### config.mk
export PLATFORM = sky130hd
export DESIGN_NAME = hazard_ctrl_unit_flat
export DESIGN_NICKNAME = d
export VERILOG_FILES = /design/src/rtl/hazard_ctrl_unit_if.sv /design/src/rtl/hazard_ctrl_unit.sv /design/src/flat_wrapper.sv
export SDC_FILE = /design/constraint.sdc
export NUM_CORES = 1
export LEC_CHECK = 0
export CELL_PAD_IN_SITES_DETAIL_PLACEMENT = 0
export CELL_PAD_IN_SITES_GLOBAL_PLACEMENT = 1
export CORE_ASPECT_RATIO = 0.75
export CORE_UTILIZATION = 32
export DETAILED_ROUTE_END_ITERATION = 12
export PLACE_DENSITY = 0.8
export RECOVER_POWER = 50
export SLEW_MARGIN = 0
export SYNTH_ARGS = -nofsm -noshare
export SYNTH_HDL_FRONTEND = slang
export SYNTH_SLANG_ARGS = --single-unit
### constraint.sdc
create_clock -name Clk -period 2.67 [get_ports Clk]
set_input_delay 0.4005 -clock Clk [delete_from_list [all_inputs] [get_ports Clk]]
set_output_delay 0.4005 -clock Clk [all_outputs]
set_load 0.1 [all_outputs]
### src/rtl/hazard_ctrl_unit_if.sv
// Hazard controller bus: D/E/M/W pipeline register info in, forwarding
// selects, active-low stall/flush controls and event counters out.
//   master : pipeline / control unit side (drives stage info)
//   slave  : hazard_ctrl_unit side (drives FwdA/FwdB/STALL/Condep/counters)
interface hazard_ctrl_unit_if #(
  parameter int unsigned REG_AW = 5,
  parameter int unsigned CNT_W  = 16
);
  logic [REG_AW-1:0] dRs;
  logic [REG_AW-1:0] dRt;
  logic              dUseRs;
  logic              dUseRt;
  logic [REG_AW-1:0] eRd;
  logic              eWreg;
  logic              eLoad;
  logic              eValid;
  logic              eRedirect;
  logic [REG_AW-1:0] mRd;
  logic              mWreg;
  logic [REG_AW-1:0] wRd;
  logic              wWreg;
  logic [1:0]        FwdA;
  logic [1:0]        FwdB;
  logic              STALL;
  logic              Condep;
  logic [CNT_W-1:0]  StallCnt;
  logic [CNT_W-1:0]  FlushCnt;

  modport master (
    output dRs, dRt, dUseRs, dUseRt, eRd, eWreg, eLoad, eValid, eRedirect,
           mRd, mWreg, wRd, wWreg,
    input  FwdA, FwdB, STALL, Condep, StallCnt, FlushCnt
  );

  modport slave (
    input  dRs, dRt, dUseRs, dUseRt, eRd, eWreg, eLoad, eValid, eRedirect,
           mRd, mWreg, wRd, wWreg,
    output FwdA, FwdB, STALL, Condep, StallCnt, FlushCnt
  );
endinterface

### src/rtl/hazard_ctrl_unit.sv
// Standalone hazard controller for the 5-stage pipeline.
//   Clk  : pipeline clock, rising edge
//   Clrn : asynchronous active-low reset
//   bus  : hazard_ctrl_unit_if.slave
//          in : dRs/dRt/dUseRs/dUseRt, eRd/eWreg/eLoad/eValid/eRedirect,
//               mRd/mWreg, wRd/wWreg
//          out: FwdA/FwdB (00 regfile, 10 E, 01 M, 11 W), STALL (active-low
//               PC/IF-ID hold + E bubble), Condep (active-low IF/ID kill),
//               StallCnt/FlushCnt (saturating event counters)
// Optional macro HAZ_WB_FWD_EN: enables W-stage forwarding (select 11) for
// register files without write-before-read; otherwise wRd/wWreg are unused.
module hazard_ctrl_unit #(
  parameter int unsigned REG_AW      = 5,
  parameter int unsigned LOAD_LAT    = 1,
  parameter int unsigned FLUSH_SLOTS = 1,
  parameter int unsigned CNT_W       = 16
) (
  input logic              Clk,
  input logic              Clrn,
  hazard_ctrl_unit_if.slave bus
);

  localparam int unsigned CW = 4;
  localparam logic [CW-1:0]    LSTALL_INIT = CW'(LOAD_LAT - 1);
  localparam logic [CW-1:0]    FLUSH_INIT  = CW'(FLUSH_SLOTS - 1);
  localparam logic [CNT_W-1:0] CNT_MAX     = '1;
  localparam bit               LSTALL_EN   = (LOAD_LAT > 1);
  localparam bit               FLUSH_EN    = (FLUSH_SLOTS > 1);

  typedef enum logic [1:0] {IDLE, LSTALL, FLUSH} state_e;

  state_e           state_q, state_d;
  logic [CW-1:0]    cnt_q, cnt_d;
  logic [CNT_W-1:0] stall_cnt_q, stall_cnt_d;
  logic [CNT_W-1:0] flush_cnt_q, flush_cnt_d;

  logic e_rs, e_rt, m_rs, m_rt;
  logic hz, rd;
  logic stall_n, condep_n;
  logic [1:0] fwd_a, fwd_b;

  // Source/destination match; register 0 is never forwarded.
  function automatic logic src_match(input logic en, input logic [REG_AW-1:0] src,
                                     input logic wreg, input logic [REG_AW-1:0] dst);
    return en & wreg & (dst != '0) & (src == dst);
  endfunction

  assign e_rs = src_match(bus.dUseRs, bus.dRs, bus.eWreg, bus.eRd);
  assign e_rt = src_match(bus.dUseRt, bus.dRt, bus.eWreg, bus.eRd);
  assign m_rs = src_match(bus.dUseRs, bus.dRs, bus.mWreg, bus.mRd);
  assign m_rt = src_match(bus.dUseRt, bus.dRt, bus.mWreg, bus.mRd);

`ifdef HAZ_WB_FWD_EN
  logic w_rs, w_rt;
  assign w_rs = src_match(bus.dUseRs, bus.dRs, bus.wWreg, bus.wRd);
  assign w_rt = src_match(bus.dUseRt, bus.dRt, bus.wWreg, bus.wRd);
`else
  logic unused_wb;
  assign unused_wb = ^{bus.wRd, bus.wWreg};
`endif

  // Load result is not ready in E, so an E load falls through to M/W.
  assign hz = bus.eValid & bus.eLoad & (e_rs | e_rt);
  assign rd = bus.eValid & bus.eRedirect;

  // Forwarding mux: later assignments take priority (E > M > W).
  always_comb begin : fwd_mux
    fwd_a = 2'b00;
    fwd_b = 2'b00;
`ifdef HAZ_WB_FWD_EN
    if (w_rs) fwd_a = 2'b11;
    if (w_rt) fwd_b = 2'b11;
`endif
    if (m_rs) fwd_a = 2'b01;
    if (m_rt) fwd_b = 2'b01;
    if (e_rs && !bus.eLoad) fwd_a = 2'b10;
    if (e_rt && !bus.eLoad) fwd_b = 2'b10;
  end

  // State register and counters.
  always_ff @(posedge Clk or negedge Clrn) begin
    if (!Clrn) begin
      state_q     <= IDLE;
      cnt_q       <= '0;
      stall_cnt_q <= '0;
      flush_cnt_q <= '0;
    end else begin
      state_q     <= state_d;
      cnt_q       <= cnt_d;
      stall_cnt_q <= stall_cnt_d;
      flush_cnt_q <= flush_cnt_d;
    end
  end

  // Next state and Mealy controls; a redirect wins over a load-use hazard
  // because the dependent instruction is being killed anyway.
  always_comb begin : fsm_next
    state_d     = state_q;
    cnt_d       = cnt_q;
    stall_n     = 1'b1;
    condep_n    = 1'b1;
    flush_cnt_d = flush_cnt_q;
    unique case (state_q)
      IDLE: begin
        if (rd) begin
          condep_n = 1'b0;
          if (flush_cnt_q != CNT_MAX) flush_cnt_d = flush_cnt_q + CNT_W'(1);
          if (FLUSH_EN) begin
            state_d = FLUSH;
            cnt_d   = FLUSH_INIT;
          end
        end else if (hz) begin
          stall_n = 1'b0;
          if (LSTALL_EN) begin
            state_d = LSTALL;
            cnt_d   = LSTALL_INIT;
          end
        end
      end
      LSTALL: begin
        stall_n = 1'b0;
        cnt_d   = cnt_q - CW'(1);
        if (cnt_q == CW'(1)) state_d = IDLE;
      end
      FLUSH: begin
        condep_n = 1'b0;
        cnt_d    = cnt_q - CW'(1);
        if (cnt_q == CW'(1)) state_d = IDLE;
      end
      default: begin
        state_d = IDLE;
        cnt_d   = '0;
      end
    endcase
    stall_cnt_d = stall_cnt_q;
    if (!stall_n && stall_cnt_q != CNT_MAX) stall_cnt_d = stall_cnt_q + CNT_W'(1);
  end

  // Controls forced inactive while reset is held.
  assign bus.STALL    = stall_n | ~Clrn;
  assign bus.Condep   = condep_n | ~Clrn;
  assign bus.FwdA     = Clrn ? fwd_a : 2'b00;
  assign bus.FwdB     = Clrn ? fwd_b : 2'b00;
  assign bus.StallCnt = stall_cnt_q;
  assign bus.FlushCnt = flush_cnt_q;

endmodule
### src/flat_wrapper.sv
// flat-port wrapper written by rule: the top's interface ports become plain ports
module hazard_ctrl_unit_flat 
#(
  parameter int unsigned REG_AW      = 5,
  parameter int unsigned LOAD_LAT    = 1,
  parameter int unsigned FLUSH_SLOTS = 1,
  parameter int unsigned CNT_W       = 16
)
  (Clk, Clrn, bus_dRs, bus_dRt, bus_dUseRs, bus_dUseRt, bus_eRd, bus_eWreg, bus_eLoad, bus_eValid, bus_eRedirect, bus_mRd, bus_mWreg, bus_wRd, bus_wWreg, bus_FwdA, bus_FwdB, bus_STALL, bus_Condep, bus_StallCnt, bus_FlushCnt);
  hazard_ctrl_unit_if #(.REG_AW(REG_AW), .CNT_W(CNT_W)) bus_i ();
  input logic Clk;
  input logic Clrn;
  input wire logic [$bits(bus_i.dRs)-1:0] bus_dRs;
  input wire logic [$bits(bus_i.dRt)-1:0] bus_dRt;
  input wire logic [$bits(bus_i.dUseRs)-1:0] bus_dUseRs;
  input wire logic [$bits(bus_i.dUseRt)-1:0] bus_dUseRt;
  input wire logic [$bits(bus_i.eRd)-1:0] bus_eRd;
  input wire logic [$bits(bus_i.eWreg)-1:0] bus_eWreg;
  input wire logic [$bits(bus_i.eLoad)-1:0] bus_eLoad;
  input wire logic [$bits(bus_i.eValid)-1:0] bus_eValid;
  input wire logic [$bits(bus_i.eRedirect)-1:0] bus_eRedirect;
  input wire logic [$bits(bus_i.mRd)-1:0] bus_mRd;
  input wire logic [$bits(bus_i.mWreg)-1:0] bus_mWreg;
  input wire logic [$bits(bus_i.wRd)-1:0] bus_wRd;
  input wire logic [$bits(bus_i.wWreg)-1:0] bus_wWreg;
  output wire logic [$bits(bus_i.FwdA)-1:0] bus_FwdA;
  output wire logic [$bits(bus_i.FwdB)-1:0] bus_FwdB;
  output wire logic [$bits(bus_i.STALL)-1:0] bus_STALL;
  output wire logic [$bits(bus_i.Condep)-1:0] bus_Condep;
  output wire logic [$bits(bus_i.StallCnt)-1:0] bus_StallCnt;
  output wire logic [$bits(bus_i.FlushCnt)-1:0] bus_FlushCnt;
  assign bus_i.dRs = bus_dRs;
  assign bus_i.dRt = bus_dRt;
  assign bus_i.dUseRs = bus_dUseRs;
  assign bus_i.dUseRt = bus_dUseRt;
  assign bus_i.eRd = bus_eRd;
  assign bus_i.eWreg = bus_eWreg;
  assign bus_i.eLoad = bus_eLoad;
  assign bus_i.eValid = bus_eValid;
  assign bus_i.eRedirect = bus_eRedirect;
  assign bus_i.mRd = bus_mRd;
  assign bus_i.mWreg = bus_mWreg;
  assign bus_i.wRd = bus_wRd;
  assign bus_i.wWreg = bus_wWreg;
  assign bus_FwdA = bus_i.FwdA;
  assign bus_FwdB = bus_i.FwdB;
  assign bus_STALL = bus_i.STALL;
  assign bus_Condep = bus_i.Condep;
  assign bus_StallCnt = bus_i.StallCnt;
  assign bus_FlushCnt = bus_i.FlushCnt;
  hazard_ctrl_unit #(.REG_AW(REG_AW), .LOAD_LAT(LOAD_LAT), .FLUSH_SLOTS(FLUSH_SLOTS), .CNT_W(CNT_W)) u_core (.Clk(Clk), .Clrn(Clrn), .bus(bus_i));
endmodule
==> notes.md <==
Status on the layout run. Total of max-cap violations landed at 0. The worst setup path is of the in -> out kind. The cell-mix breakdown from Yosys lists the compound-gate area share as 0.0348.

Summed over all layers, the routed wires come to 4.48 mm. Once layout is complete, the utilization of the core stands at 0.481. The share of total power dissipated in the clock network is 0.248. Along the worst path, the maximum fanout reaches 4. TritonCTS built the clock tree. Among all stages on the critical path, the maximum delay recorded is 0.51 ns. For this run, asynchronously set or reset flops after synthesis account for 1.00. The tree is rooted in a clkbuf_8.

Post-CTS repair ended up resizing 0 cells. Worst-skew pair later-pin latency landed at 0.28 ns. First-pass GRT wire length landed at 7.29 mm. Placed standard-cell area landed at 2600 sq um. Of the total synthesized cell area, the portion taken by XOR and XNOR cells is 0.229. The worst setup path is launched from a primary input. Across every metal layer, demand over resource in global routing totals 0.164. Switching power landed at 667 uW. By instance count after routing, the leading logic cell types are 32 x xor2_1, 30 x dfrtp_1, 27 x clkdlybuf4s50_1, 20 x clkbuf_1, 17 x buf_4. Detailed routing placed a total of 1.87 mm of wire on met2.

Before any placement, the netlist area is recorded as 1830 sq um. Per the finish-stage timing summary, setup violations number 0. The run finished with clean final reports.

Net switching fraction of the power landed at 0.434. Proportion of layout cells with a drive suffix above 1 landed at 0.176. Looking at the reg2reg group, the worst path starts from u_core.bus.StallCnt[0]$_DFFE_PN0P_. The commonest register cell is dfrtp_1. The number of global-route vias before repair came to 1458. Final number of hold-violating endpoints landed at 0. CTS clock-pin slew for the worst setup and hold paths landed at 0.07 ns. The script logs the ratio of routed vias to standard cells as 4.78. The timing report shows that the slowest cell on the worst path is or4_1. After the first detailed-routing iteration, the DRC count stood at 72.

After global routing, the most crowded layer is met2. Worst ir drop on vdd landed at 0.000975 V. Total iterations of the first detailed-routing run landed at 4.

Final standard cell area without fillers landed at 2620 sq um. Per the gpl log, the routability congestion estimate is 0.911. The post-synth count of flops with an enable pin is 0. Per the post-synthesis report, the nets total 215. Hold timing on the final database bottoms out at a slack of 0.496 ns.
[sequential cells by signal (all words and copies together), names as in the netlist]
register / cells
u_core.bus.FlushCnt: 16
u_core.bus.StallCnt: 16
[final cells by class]
type | count | area (sq um) | share of cell area
Clock buffer | 6 | 82.6 | 0.0316
Clock inverter | 2 | 10.0 | 0.00383
Inverter | 1 | 3.75 | 0.00143
Multi-Input combinational cell | 143 | 1020 | 0.390
Sequential cell | 32 | 803 | 0.307
Tap cell | 75 | 93.8 | 0.0359
Timing Repair Buffer | 71 | 603 | 0.231
[per-stage QoR]
step                total power [uW]  std cells
global placement                1190        322
global route                    1610        330
floorplan                       1020        178
CTS                             1580        330
detailed placement              1200        322
finish                          1540        330
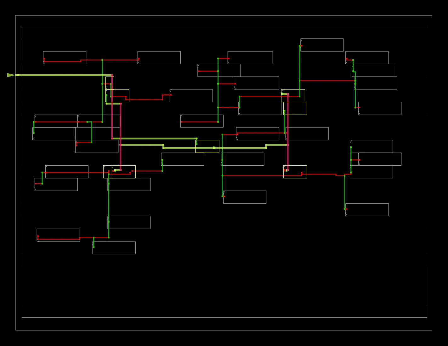
*Clock nets*
clock distribution power: 382 uW
number of buffers created by CTS: 5
FFs & Latches: 32
post-route clock skew: 0.00346 ns
CTS sink count: 32

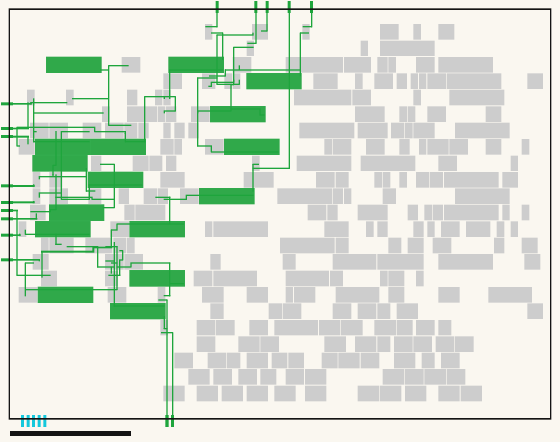
*Wires at chosen ports, followed through buffers*
The bar under the picture is 20 microns long.
legend:
  `bus_FlushCnt`:
    colour: green
    bits: 16
    direction: output
    edge: 9 west, 5 north, 2 south
    end_cells: 16
    buffers: 16
    wire: 617 microns
  `bus_wRd`:
    colour: cyan
    bits: 5
    direction: input
    edge: south
    end_cells: 0
    buffers: 0
top-level I/O count: 73
IO Port Bufs: 66

Power is estimated from default activity; no workload was simulated.
